--- config.mk ---
export PLATFORM = sky130hd
export DESIGN_NAME = buffer_stream_reader_flat
export DESIGN_NICKNAME = d
export VERILOG_FILES = /design/src/rtl/buffer_stream_reader_if.sv /design/src/rtl/buffer_stream_reader.sv /design/src/flat_wrapper.sv
export SDC_FILE = /design/constraint.sdc
export NUM_CORES = 1
export LEC_CHECK = 0
export ABC_AREA = 1
export CORE_AREA = 2 2 303 305
export DETAILED_ROUTE_END_ITERATION = 7
export DIE_AREA = 0 0 305 307
export GPL_TIMING_DRIVEN = 0
export PLACE_DENSITY = 0.5
export SLEW_MARGIN = 0
export SYNTH_ARGS = -nofsm -noshare
export SYNTH_HDL_FRONTEND = slang
export SYNTH_SLANG_ARGS = --single-unit
--- constraint.sdc ---
create_clock -name i_clk -period 3 [get_ports i_clk]
set_clock_uncertainty 0.2 [all_clocks]
set_input_delay 0.6 -clock i_clk [delete_from_list [all_inputs] [get_ports i_clk]]
set_output_delay 0.6 -clock i_clk [all_outputs]
set_load 0.03 [all_outputs]
--- src/rtl/buffer_stream_reader_if.sv ---
// Row stream from the buffer reader to its consumer: valid/ready handshake
// carrying one buffer row plus an end-of-command marker.
interface buffer_stream_reader_if #(
  parameter int unsigned WIDTH = 384
);
  logic             valid;
  logic             ready;
  logic [WIDTH-1:0] data;
  logic             last;

  modport master (
    output valid,
    output data,
    output last,
    input  ready
  );

  modport slave (
    input  valid,
    input  data,
    input  last,
    output ready
  );
endinterface

--- src/rtl/buffer_stream_reader.sv ---
// Read-side sequencer: walks a wrap-around row range of the register-file buffer and streams
// each row downstream at one row per cycle. Optional multi-pass replay under BUF_RD_REPEAT_EN.
module buffer_stream_reader #(
  parameter int unsigned WIDTH  = 384,
  parameter int unsigned DEPTH  = 16,
  parameter int unsigned ADDR_W = $clog2(DEPTH),
  parameter int unsigned LEN_W  = $clog2(DEPTH + 1)
`ifdef BUF_RD_REPEAT_EN
  ,
  parameter int unsigned RPT_W  = 4
`endif
) (
  input  logic                   i_clk,
  input  logic                   i_rst_n,
  input  logic                   i_start,
  input  logic [ADDR_W-1:0]      i_base_addr,
  input  logic [LEN_W-1:0]       i_len,
`ifdef BUF_RD_REPEAT_EN
  input  logic [RPT_W-1:0]       i_repeat,
`endif
  output logic                   o_busy,
  output logic                   o_done,
  output logic [ADDR_W-1:0]      o_addr_rd,
  input  logic [WIDTH-1:0]       i_data_rd,
  buffer_stream_reader_if.master strm
);

  localparam logic [1:0] StIdle  = 2'd0;
  localparam logic [1:0] StRun   = 2'd1;
  localparam logic [1:0] StDrain = 2'd2;

  logic [1:0]        state_q, state_d;
  logic [ADDR_W-1:0] ptr_q, ptr_d;
  logic [ADDR_W-1:0] ptr_next;
  logic [LEN_W-1:0]  remaining_q, remaining_d;
  logic              valid_q, valid_d;
  logic              last_q, last_d;
  logic              done_q, done_d;
  logic [WIDTH-1:0]  data_q, data_d;
  logic              load;
  logic              final_pass;
  logic              last_row;

`ifdef BUF_RD_REPEAT_EN
  logic [ADDR_W-1:0] base_q, base_d;
  logic [LEN_W-1:0]  len_q, len_d;
  logic [RPT_W-1:0]  pass_q, pass_d;

  assign final_pass = (pass_q == '0);
`else
  assign final_pass = 1'b1;
`endif

  // Explicit wrap keeps non-power-of-two depths correct.
  assign ptr_next = (ptr_q == ADDR_W'(DEPTH - 1)) ? '0 : ptr_q + ADDR_W'(1);
  assign last_row = (remaining_q == LEN_W'(1));

  always_comb begin
    state_d     = state_q;
    ptr_d       = ptr_q;
    remaining_d = remaining_q;
    valid_d     = valid_q;
    last_d      = last_q;
    data_d      = data_q;
    done_d      = 1'b0;
    load        = 1'b0;
`ifdef BUF_RD_REPEAT_EN
    base_d      = base_q;
    len_d       = len_q;
    pass_d      = pass_q;
`endif

    unique case (state_q)
      StIdle: begin
        if (i_start) begin
          if (i_len != '0) begin
            ptr_d       = i_base_addr;
            remaining_d = i_len;
            state_d     = StRun;
`ifdef BUF_RD_REPEAT_EN
            base_d      = i_base_addr;
            len_d       = i_len;
            pass_d      = i_repeat;
`endif
          end else begin
            done_d = 1'b1;
          end
        end
      end

      StRun: begin
        // Output register is free when empty or being drained this cycle.
        load = !valid_q || strm.ready;
        if (load) begin
          data_d      = i_data_rd;
          valid_d     = 1'b1;
          last_d      = last_row && final_pass;
          ptr_d       = ptr_next;
          remaining_d = remaining_q - LEN_W'(1);
          if (last_row) begin
            if (final_pass) begin
              state_d = StDrain;
            end
`ifdef BUF_RD_REPEAT_EN
            else begin
              // Next pass starts on the very next load: no bubble.
              ptr_d       = base_q;
              remaining_d = len_q;
              pass_d      = pass_q - RPT_W'(1);
            end
`endif
          end
        end
      end

      StDrain: begin
        if (valid_q && strm.ready) begin
          valid_d = 1'b0;
          last_d  = 1'b0;
          done_d  = 1'b1;
          state_d = StIdle;
        end
      end

      default: begin
        state_d = StIdle;
      end
    endcase
  end

  always_ff @(posedge i_clk or negedge i_rst_n) begin
    if (!i_rst_n) begin
      state_q     <= StIdle;
      ptr_q       <= '0;
      remaining_q <= '0;
      valid_q     <= 1'b0;
      last_q      <= 1'b0;
      done_q      <= 1'b0;
      data_q      <= '0;
`ifdef BUF_RD_REPEAT_EN
      base_q      <= '0;
      len_q       <= '0;
      pass_q      <= '0;
`endif
    end else begin
      state_q     <= state_d;
      ptr_q       <= ptr_d;
      remaining_q <= remaining_d;
      valid_q     <= valid_d;
      last_q      <= last_d;
      done_q      <= done_d;
      data_q      <= data_d;
`ifdef BUF_RD_REPEAT_EN
      base_q      <= base_d;
      len_q       <= len_d;
      pass_q      <= pass_d;
`endif
    end
  end

  assign o_busy     = (state_q != StIdle);
  assign o_done     = done_q;
  assign o_addr_rd  = ptr_q;
  assign strm.valid = valid_q;
  assign strm.data  = data_q;
  assign strm.last  = last_q;

endmodule
--- src/flat_wrapper.sv ---
// flat-port wrapper written by rule: the top's interface ports become plain ports
module buffer_stream_reader_flat 
#(
  parameter int unsigned WIDTH  = 384,
  parameter int unsigned DEPTH  = 16,
  parameter int unsigned ADDR_W = $clog2(DEPTH),
  parameter int unsigned LEN_W  = $clog2(DEPTH + 1)

)
  (i_clk, i_rst_n, i_start, i_base_addr, i_len, o_busy, o_done, o_addr_rd, i_data_rd, strm_valid, strm_data, strm_last, strm_ready);
  buffer_stream_reader_if #(.WIDTH(WIDTH)) strm_i ();
  input  logic i_clk;
  input  logic i_rst_n;
  input  logic i_start;
  input  logic [ADDR_W-1:0] i_base_addr;
  input  logic [LEN_W-1:0] i_len;
  output logic o_busy;
  output logic o_done;
  output logic [ADDR_W-1:0] o_addr_rd;
  input  logic [WIDTH-1:0] i_data_rd;
  output wire logic [$bits(strm_i.valid)-1:0] strm_valid;
  output wire logic [$bits(strm_i.data)-1:0] strm_data;
  output wire logic [$bits(strm_i.last)-1:0] strm_last;
  input wire logic [$bits(strm_i.ready)-1:0] strm_ready;
  assign strm_valid = strm_i.valid;
  assign strm_data = strm_i.data;
  assign strm_last = strm_i.last;
  assign strm_i.ready = strm_ready;
  buffer_stream_reader #(.WIDTH(WIDTH), .DEPTH(DEPTH), .ADDR_W(ADDR_W), .LEN_W(LEN_W)) u_core (.i_clk(i_clk), .i_rst_n(i_rst_n), .i_start(i_start), .i_base_addr(i_base_addr), .i_len(i_len), .o_busy(o_busy), .o_done(o_done), .o_addr_rd(o_addr_rd), .i_data_rd(i_data_rd), .strm(strm_i));
endmodule
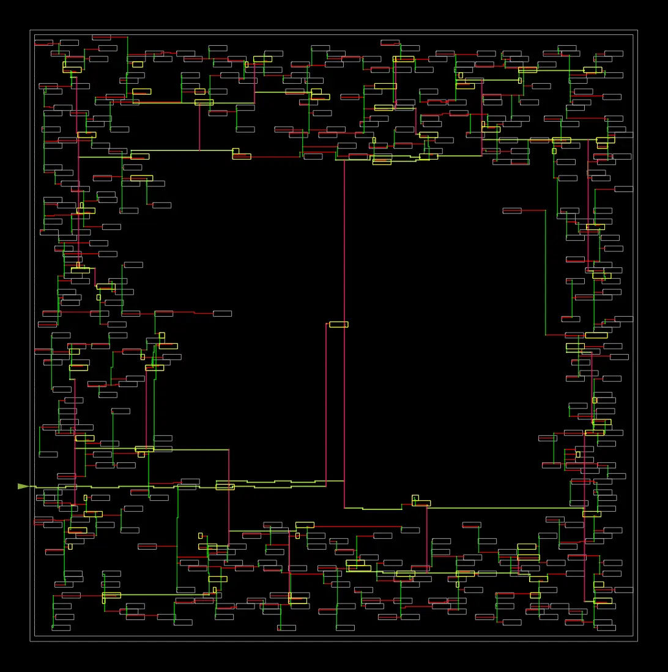
Run 1: clock wiring as the flow saved it
clock latency on the worst-skew pair: 0.59 ns
reported clock group power: 6.02 mW

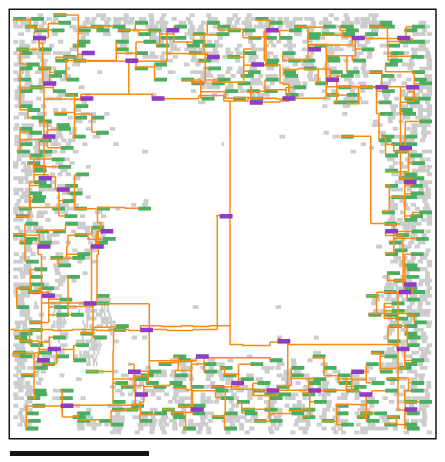
Run 1: routed clock nets over the placement
Bar = 100 µm.
clock wires -> orange  # length 6790 µm
clock-net drivers -> purple  # count 48
flip-flops -> green  # count 398
routed clock nets = 49
flops lie = all over the die

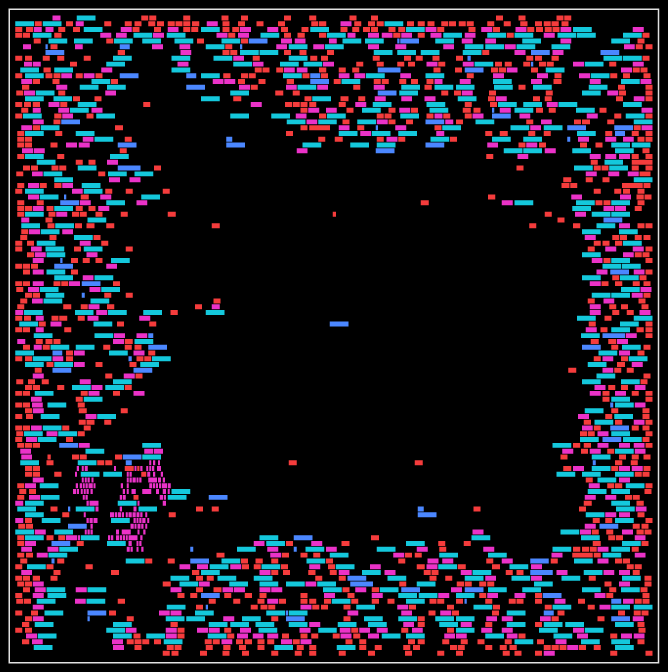
Run 1: placed cells, one colour a class
remaining logic cells -> magenta  # cells 505, share of their area 24%
clock drivers and dummy loads -> blue  # cells 87, share of their area 6.1%
remaining buffers and delay cells -> red  # cells 838, share of their area 32%
registers -> cyan  # cells 398, share of their area 38%
Core Area: 0.0907 mm²
floorplan row count: 111

==> out/notes.md, run 1 <==
The synthesized netlist devotes 2.05% of its cell area to simple gates. The flow ran to the end, and the final reports show no timing, DRC or antenna violations. Of the total synthesized cell area, the portion taken by full adders, half adders and majority gates is 0.525%.

The switching power summed over all nets came out at 14.3 mW. Summed over all failing endpoints, the final setup total negative slack is 0 ns. For the worst supply voltage drop on vdd, the log shows 0.000543 V. In the detailed route, the total length drawn on met2 is 28900 µm. The final weighted congestion recorded by global placement is 0.824. The report shows a maximum critical-path fanout of 2.

The worst path in the final design needs a cycle of 2.60 ns, including I/O delays and setup. At floorplan, the net count of the design was reported as 1352. With the number of buffer and inverter instances along the worst setup path at 1, the required time at the worst-slack endpoint is 2.20 ns. The run gives 12.3% as the overall track demand over capacity in global routing. The synthesis stats list as the most numerous cell sky130_fd_sc_hd__dfrtp_1.

Buffers placed on the I/O ports in this run total 788. The library cell used most frequently in the layout, excluding fill and tap cells, is sky130_fd_sc_hd__clkdlybuf4s50_1. Grouping stages by cell kind, the critical path spends the most delay in buffers and inverters. The run gives 8988 for the filler cell count in the final layout.

Total power normalized to cell area comes to 1310 mW/mm². The number of hold buffers added after CTS is 1, and the cell area after placement is 0.0262 mm². The run gives 14 for the number of antenna violations at the first check in global routing. The pin slew with the least headroom to its limit was 0.624 ns; the average vias per placed instance was 3.66. In the final report, the number of endpoints failing setup comes to 0.
[run 1: state kept, by name, indices dropped and copies added (netlist names)]
signal              count
u_core.strm.last        1
u_core.state_q          2
u_core.remaining_q      5
u_core.o_addr_rd        4
u_core.strm.data      384
u_core.o_done           1
u_core.strm.valid       1
[run 1: cell type report]
cell class	count	share of cell area, %
repair buffers	793	28.8
clock inverters	18	0.824
diodes	4	0.0360
inverters	18	0.243
flip-flops and latches	398	35.8
multi-input cells	487	22.2
well taps	1186	5.34
clock buffers	69	4.93
plain buffers	45	1.72
[run 1: power by group through the flow]
stage	Sequential [mW]	Clock, mW	Combinational [mW]
floorplan	15.1	0	7.30
global placement	9.86	0	20.8
detailed placement	9.85	0	20.8
CTS	9.86	6.30	20.9
global route	10.2	6.50	21.5
finish	9.85	6.02	20.6
[run 1: stage by stage]
step           power, mW  instances  util (%)  worst slack, ns  hold WS (ns)
2_1_floorplan       22.4        948         -             1.21         0.104
3_3_place_gp        30.6       2922      28.7           -17.24         0.289
3_5_place_dp        30.7       2926      28.9            0.144         0.290
4_1_cts             37.1       3014      30.6           0.0258         0.304
5_1_grt             38.2       3014      30.6            0.289         0.315
6_report            36.5       3018      30.6            0.396         0.304
[run 1: path summary, 6_finish.rpt]
path / depth (start not counted) / endpoint / start / slack (ns)
max in group asynchronous: 5 / u_core.strm.data[326] / i_rst_n / 0.62
min in group asynchronous: 2 / u_core.strm.data[304] / i_rst_n / 0.34
worst max register to register: 5 / u_core.strm.data[341] / u_core.state_q[1] / 0.80
worst max-delay path: 1 / strm_data[85] / u_core.strm.data[85] / 0.40
worst min-delay path: 1 / u_core.strm.data[323] / u_core.strm.data[323] / 0.30
worst min register to register: 1 / u_core.strm.data[323] / u_core.strm.data[323] / 0.30
Run 1, sequential cells grouped by signal name:
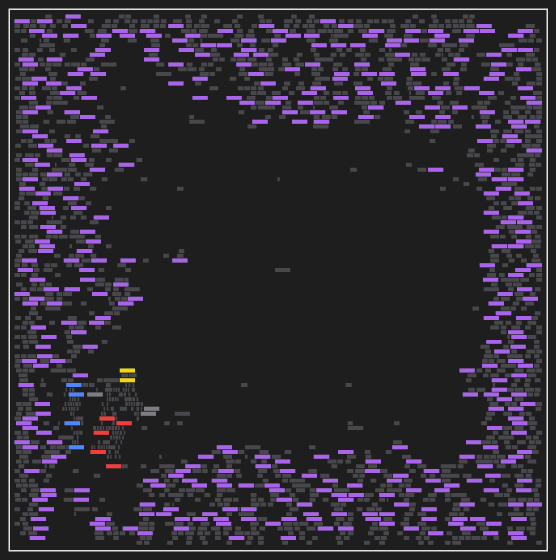

==> run 2: changes to the inputs <==
--- a/config.mk
+++ b/config.mk
@@ -10,8 +10,8 @@
 export DETAILED_ROUTE_END_ITERATION = 7
 export DIE_AREA = 0 0 305 307
 export GPL_TIMING_DRIVEN = 0
-export PLACE_DENSITY = 0.5
 export SLEW_MARGIN = 0
 export SYNTH_ARGS = -nofsm -noshare
 export SYNTH_HDL_FRONTEND = slang
 export SYNTH_SLANG_ARGS = --single-unit
+export TNS_END_PERCENT = 50
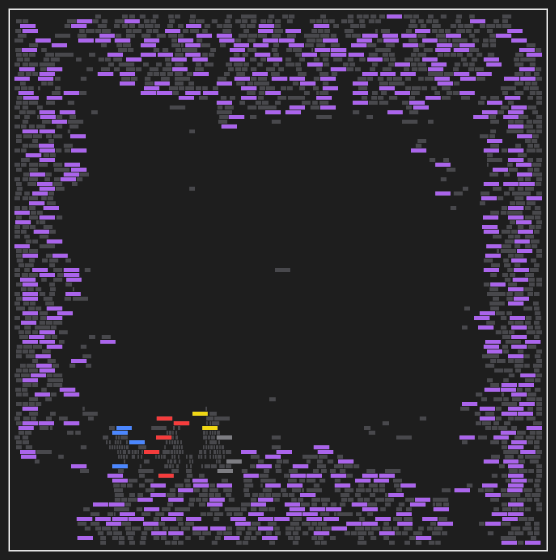
Run 2: sequential cells grouped by signal name
`u_core.o_addr_rd` -> blue  # flops 4, where lower left
`u_core.strm.data` -> purple  # flops 384, where all over the die
`u_core.state_q` -> yellow  # flops 2
`u_core.remaining_q` -> red  # flops 5
final cell utilization of the core: 30.6%
power consumed by sequential cells: 9.96 mW
sequential fraction of total cell area: 35.8%

==> run 2 against run 1 <==
  * First-iteration DRC count rose by 32%
  * Critical endpoint is now o_busy
  * Synthesized cell count did not move
  * Register-to-register slack got worse by 0.08 ns
==> out/notes.md, run 2 <==
The flow ran to the end, and the final reports show no timing, DRC or antenna violations. For reference, the final report shows the hold violation count at 0. The average vias per placed instance works out to 3.69 (+0.80%). The flip-flop count of the largest register, all copies and words added was 384 (unchanged). Looking at the group totals, the largest power group turns out to be combinational logic.

The tools report the final RePlAce weighted congestion as 0.831 (+0.79%). The logs give 0.0261 mm² (-0.11%) for the cell area after placement and 2925 (-0.034%) for the cell count after placement. The number of antenna violations at the first check in global routing is 10 (-4), and the final hold slack is 0.305 ns (+0.000738 ns). The post-synth register bit count is 398.

Final setup slack of the worst path: 0.125 ns (-0.271 ns). By instance count after routing, the leading logic cell type is sky130_fd_sc_hd__clkdlybuf4s50_1. The final setup violation count is 0 (unchanged).

The core region area was 0.0907 mm² (unchanged). The worst setup slack after placement was 0.108 ns (-0.0353 ns). The power per cell area is 1310 mW/mm² (+0.14%). The tools report the power of the combinational group as 20.5 mW (about the same). The required time at the worst-slack endpoint is 2.20 ns (about the same), and the minimum clock period is 2.87 ns (+0.271 ns). The worst supply voltage drop on vdd came out at 0.000686 V (+26%). Looking at the critical path, the single cell with the biggest stage delay is sky130_fd_sc_hd__clkdlybuf4s50_1. The pin slew with the least headroom to its limit is 0.705 ns (+0.0802 ns). After routing the design area is 0.0278 mm².

For the total inserted antenna cells, the log shows 0 (-4). The site row count was 111 (unchanged); the final setup TNS was 0 ns (unchanged). The run gives 11.7% (-0.60 points) for the overall track demand over capacity in global routing. The run gives 1352 (unchanged) as the number of nets produced by synthesis. Largest driver fanout on the critical path: 3 (+1). Looking at the gate-level netlist, the highest instance count belongs to sky130_fd_sc_hd__dfrtp_1. The tools report the switching power summed over all nets as 14.3 mW (about the same).

The number of buffers added by the clock tree synthesis step is 49. The total power was 36.5 mW (+0.16%).
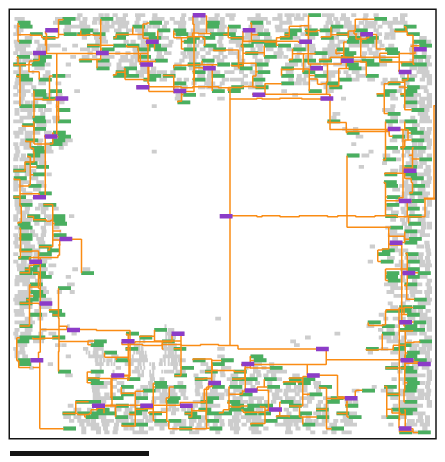
Run 2: routed clock nets over the placement
Bar = 100 µm.
clock wires -> orange  # length 6280 µm
clock-net drivers -> purple  # count 49
flip-flops -> green  # count 398
flops lie = all over the die
routed clock nets = 50
clock latency on the worst-skew pair: 0.58 ns
reported clock group power: 6.04 mW
share of power burned in the clock network: 16.5%

==> run 2: path summary, 6_finish.rpt <==
check	start	end	cells after the start
min reg2reg	u_core.strm.data[203]	u_core.strm.data[203]	1
max reg2reg	u_core.state_q[1]	u_core.strm.data[107]	6
min	u_core.strm.data[203]	u_core.strm.data[203]	1
max in group asynchronous	i_rst_n	u_core.strm.data[329]	4
min in group asynchronous	i_rst_n	u_core.strm.data[253]	2
max	u_core.state_q[0]	o_busy	4
==> run 2: what timing repair did <==
| item | 4_1_cts | 5_1_grt |
|---|---|---|
| endpoints found under the hold margin | 52 | 0 |
| gates resized | 0 | 0 |
| hold buffers | 1 | 0 |
==> run 2: cell families (layout without fill, tap and decap cells) <==
logic type	Yosys count	in the layout	share of synthesized area [%]
flops	398	398	59.7
mux	384	384	34.0
simple gates	83	83	2.05
buf+inv	63	943	3.28
compound gates	13	13	0.405
fa+ha+maj	7	7	0.525
==> run 2: area by class of cell <==
cell class                      count  area [µm²]  area share, %
Timing Repair Buffer              792        7990           28.7
Buffer                             45         479           1.72
Sequential cell                   398        9960           35.8
Inverter                           18        67.6          0.243
Clock inverter                     25         267          0.959
Tap cell                         1186        1480           5.34
Clock buffer                       63        1380           4.96
Multi-Input combinational cell    487        6170           22.2
==> run 2: worst max-delay path: cells and delay by family (launching register included) <==
| kind | cells | cell delay (ns) |
|---|---|---|
| adders and majority gates | 1 | 0.23 |
| buffers and inverters | 3 | 0.88 |
| DFF | 1 | 0.37 |
==> run 2: per-layer routing <==
| metal | global-route usage [%] | vias up | routed length (µm) |
|---|---|---|---|
| li1 | - | 4960 | - |
| met1 | 13.2 | 5506 | 21800 |
| met2 | 20.3 | 514 | 28400 |
| met3 | 4.34 | 119 | 4600 |
| met4 | 4.17 | 16 | 1840 |
| met5 | 0 | - | 107 |
==> run 3: changes to the inputs <==
--- a/config.mk
+++ b/config.mk
@@ -9,6 +9,7 @@
 export CORE_AREA = 2 2 303 305
 export DETAILED_ROUTE_END_ITERATION = 7
 export DIE_AREA = 0 0 305 307
+export GPL_ROUTABILITY_DRIVEN = 0
 export GPL_TIMING_DRIVEN = 0
 export SLEW_MARGIN = 0
 export SYNTH_ARGS = -nofsm -noshare
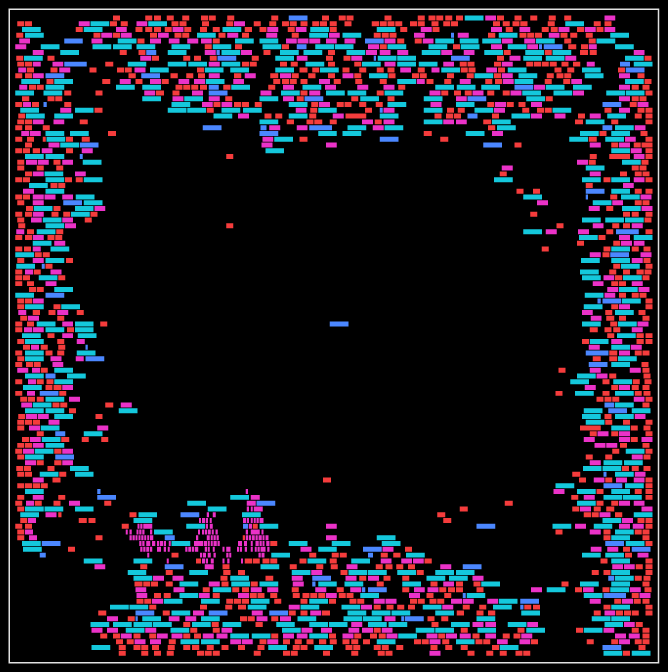
Run 3: placed cells, one colour a class
post-route cell area: 0.0278 mm²

==> run 3 against run 2 <==
  * Fmax unchanged
  * Combinational power about the same
  * Core utilization unchanged
  * Highest routed layer unchanged
  * Clock power is essentially flat
  * Synthesized area unchanged
  * Clock-buffer cell count did not move
  * Register-to-register slack about the same
  * Flip-flop count unchanged
  * Via count is the same
  * Final cell count unchanged
==> out/notes.md, run 3 <==
The flip-flop count of the largest register, all copies and words added was 384 (unchanged). The largest driver fanout on the critical path was 3 (unchanged); the total inserted antenna cells was 0 (unchanged). The tools report the cell area after placement as 0.0261 mm² (unchanged). The capture point of the worst register-to-register path is recorded as u_core.strm.data[107]. The run gives 49 (unchanged) for the number of buffers added by the clock tree synthesis step.

The share of total power in combinational logic is 56.2%. The startpoint of the lowest-slack hold path is u_core.strm.data[203]. The run gives 0.000686 V (unchanged) as the worst supply voltage drop on vdd. With the power of the combinational group at 20.5 mW (about the same), the power per cell area is 1310 mW/mm² (unchanged). The cell class contributing the biggest share of worst-path delay is buffers and inverters.

In the power breakdown, the biggest contributor is combinational logic. Slowest cell on the critical path: sky130_fd_sc_hd__clkdlybuf4s50_1. The pin slew with the least headroom to its limit was 0.705 ns (unchanged). The run gives 0.108 ns (unchanged) as the worst setup slack after placement.

With the average vias per placed instance at 3.69 (unchanged), the worst reg-to-reg path cell count is 6 (unchanged). The core region area was 0.0907 mm² (unchanged). Looking at the hold checks, the worst path lands on u_core.strm.data[203]. The final setup slack of the worst path was 0.125 ns (unchanged); the number of buffer and inverter instances along the worst setup path was 3 (unchanged).

The run gives 12400 for the number of global-route vias before repair. The run gives 1352 (unchanged) as the number of nets produced by synthesis. Critical register-to-register path startpoint: u_core.state_q[1]. For the power consumed by sequential cells, the log shows 9.96 mW (about the same). The flip-flop and latch count after synthesis was 398 (unchanged); the final setup violation count was 0 (unchanged). The total power is 36.5 mW (unchanged). The flow ran to the end, and the final reports show no timing, DRC or antenna violations. The required time at the worst-slack endpoint was 2.20 ns (about the same). For the switching power summed over all nets, the log shows 14.3 mW (unchanged). The run gives 111 (unchanged) for the site row count. The leading cell type in the layout, fill and taps excluded is sky130_fd_sc_hd__clkdlybuf4s50_1.

Cell count after placement: 2925 (unchanged). The number of antenna violations at the first check in global routing came out at 10 (unchanged). Most numerous cell in the Yosys netlist: sky130_fd_sc_hd__dfrtp_1. The worst hold path depth is 1 (unchanged), and the power share of the clock group is 16.5% (about the same). The minimum clock period came out at 2.87 ns (unchanged). The logs give 0 (unchanged) for the number of hold violations in the final report and 11.7% (unchanged) for the overall track demand over capacity in global routing.
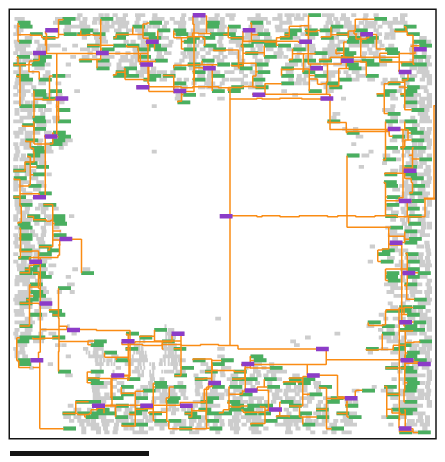
Run 3: routed clock nets over the placement
Bar = 100 µm.
clock-net drivers -> purple  # count 49
clock wires -> orange  # length 6280 µm
flip-flops -> green  # count 398
flops lie = all over the die

[run 3: logic make-up (layout without fill, tap and decap cells)]
family / after synthesis / count (layout) / synth area share (%)
AND/OR/NAND/NOR: 83 / 83 / 2.05
AND-OR/OR-AND: 13 / 13 / 0.405
flip-flops: 398 / 398 / 59.7
adder cells (fa/ha/maj): 7 / 7 / 0.525
buffers and inverters: 63 / 943 / 3.28
multiplexers: 384 / 384 / 34.0
[run 3: what timing repair did]
action | in CTS | in global routing
hold buffers | 1 | 0
endpoints found under the hold margin | 52 | 0
setup buffers | 0 | 0
resized | 0 | 0
endpoints found under the setup margin | 0 | 0
[run 3: how the worst max path moves through the flow]
stage	start	to	cells past startpoint
6_report	u_core.state_q[0]	o_busy	4
5_1_grt	u_core.state_q[0]	o_busy	4
4_1_cts	u_core.state_q[0]	o_busy	4
3_5_place_dp	strm_ready	u_core.strm.data[84]	7
3_3_place_gp	i_rst_n	u_core.strm.data[328]	1
2_1_floorplan	strm_ready	u_core.strm.data[0]	6
[run 3: area by class of cell]
type                       instances  area (µm²)  area share, %
timing repair buffer             792        7990           28.7
sequential                       398        9960           35.8
inverter                          18        67.6          0.243
clock inverter                    25         267          0.959
clock buffer                      63        1380           4.96
tap                             1186        1480           5.34
buffer                            45         479           1.72
multi-input combinational        487        6170           22.2
[run 3: per-stage QoR]
stage / hold slack [ns] / utilization [%]
after floorplan: 0.104 / -
after global placement: 0.291 / 28.7
after detailed placement: 0.290 / 28.8
after CTS: 0.260 / 30.6
after global routing: 0.305 / 30.6
final: 0.305 / 30.6
[run 3: per-layer routing]
layer | track usage, % | share of wire [%]
met3 | 4.34 | 8.1
met2 | 20.3 | 50
met1 | 13.2 | 38
met4 | 4.17 | 3.2
met5 | 0 | 0.19
No activity file was given, so power comes from the tool's default toggle rates.
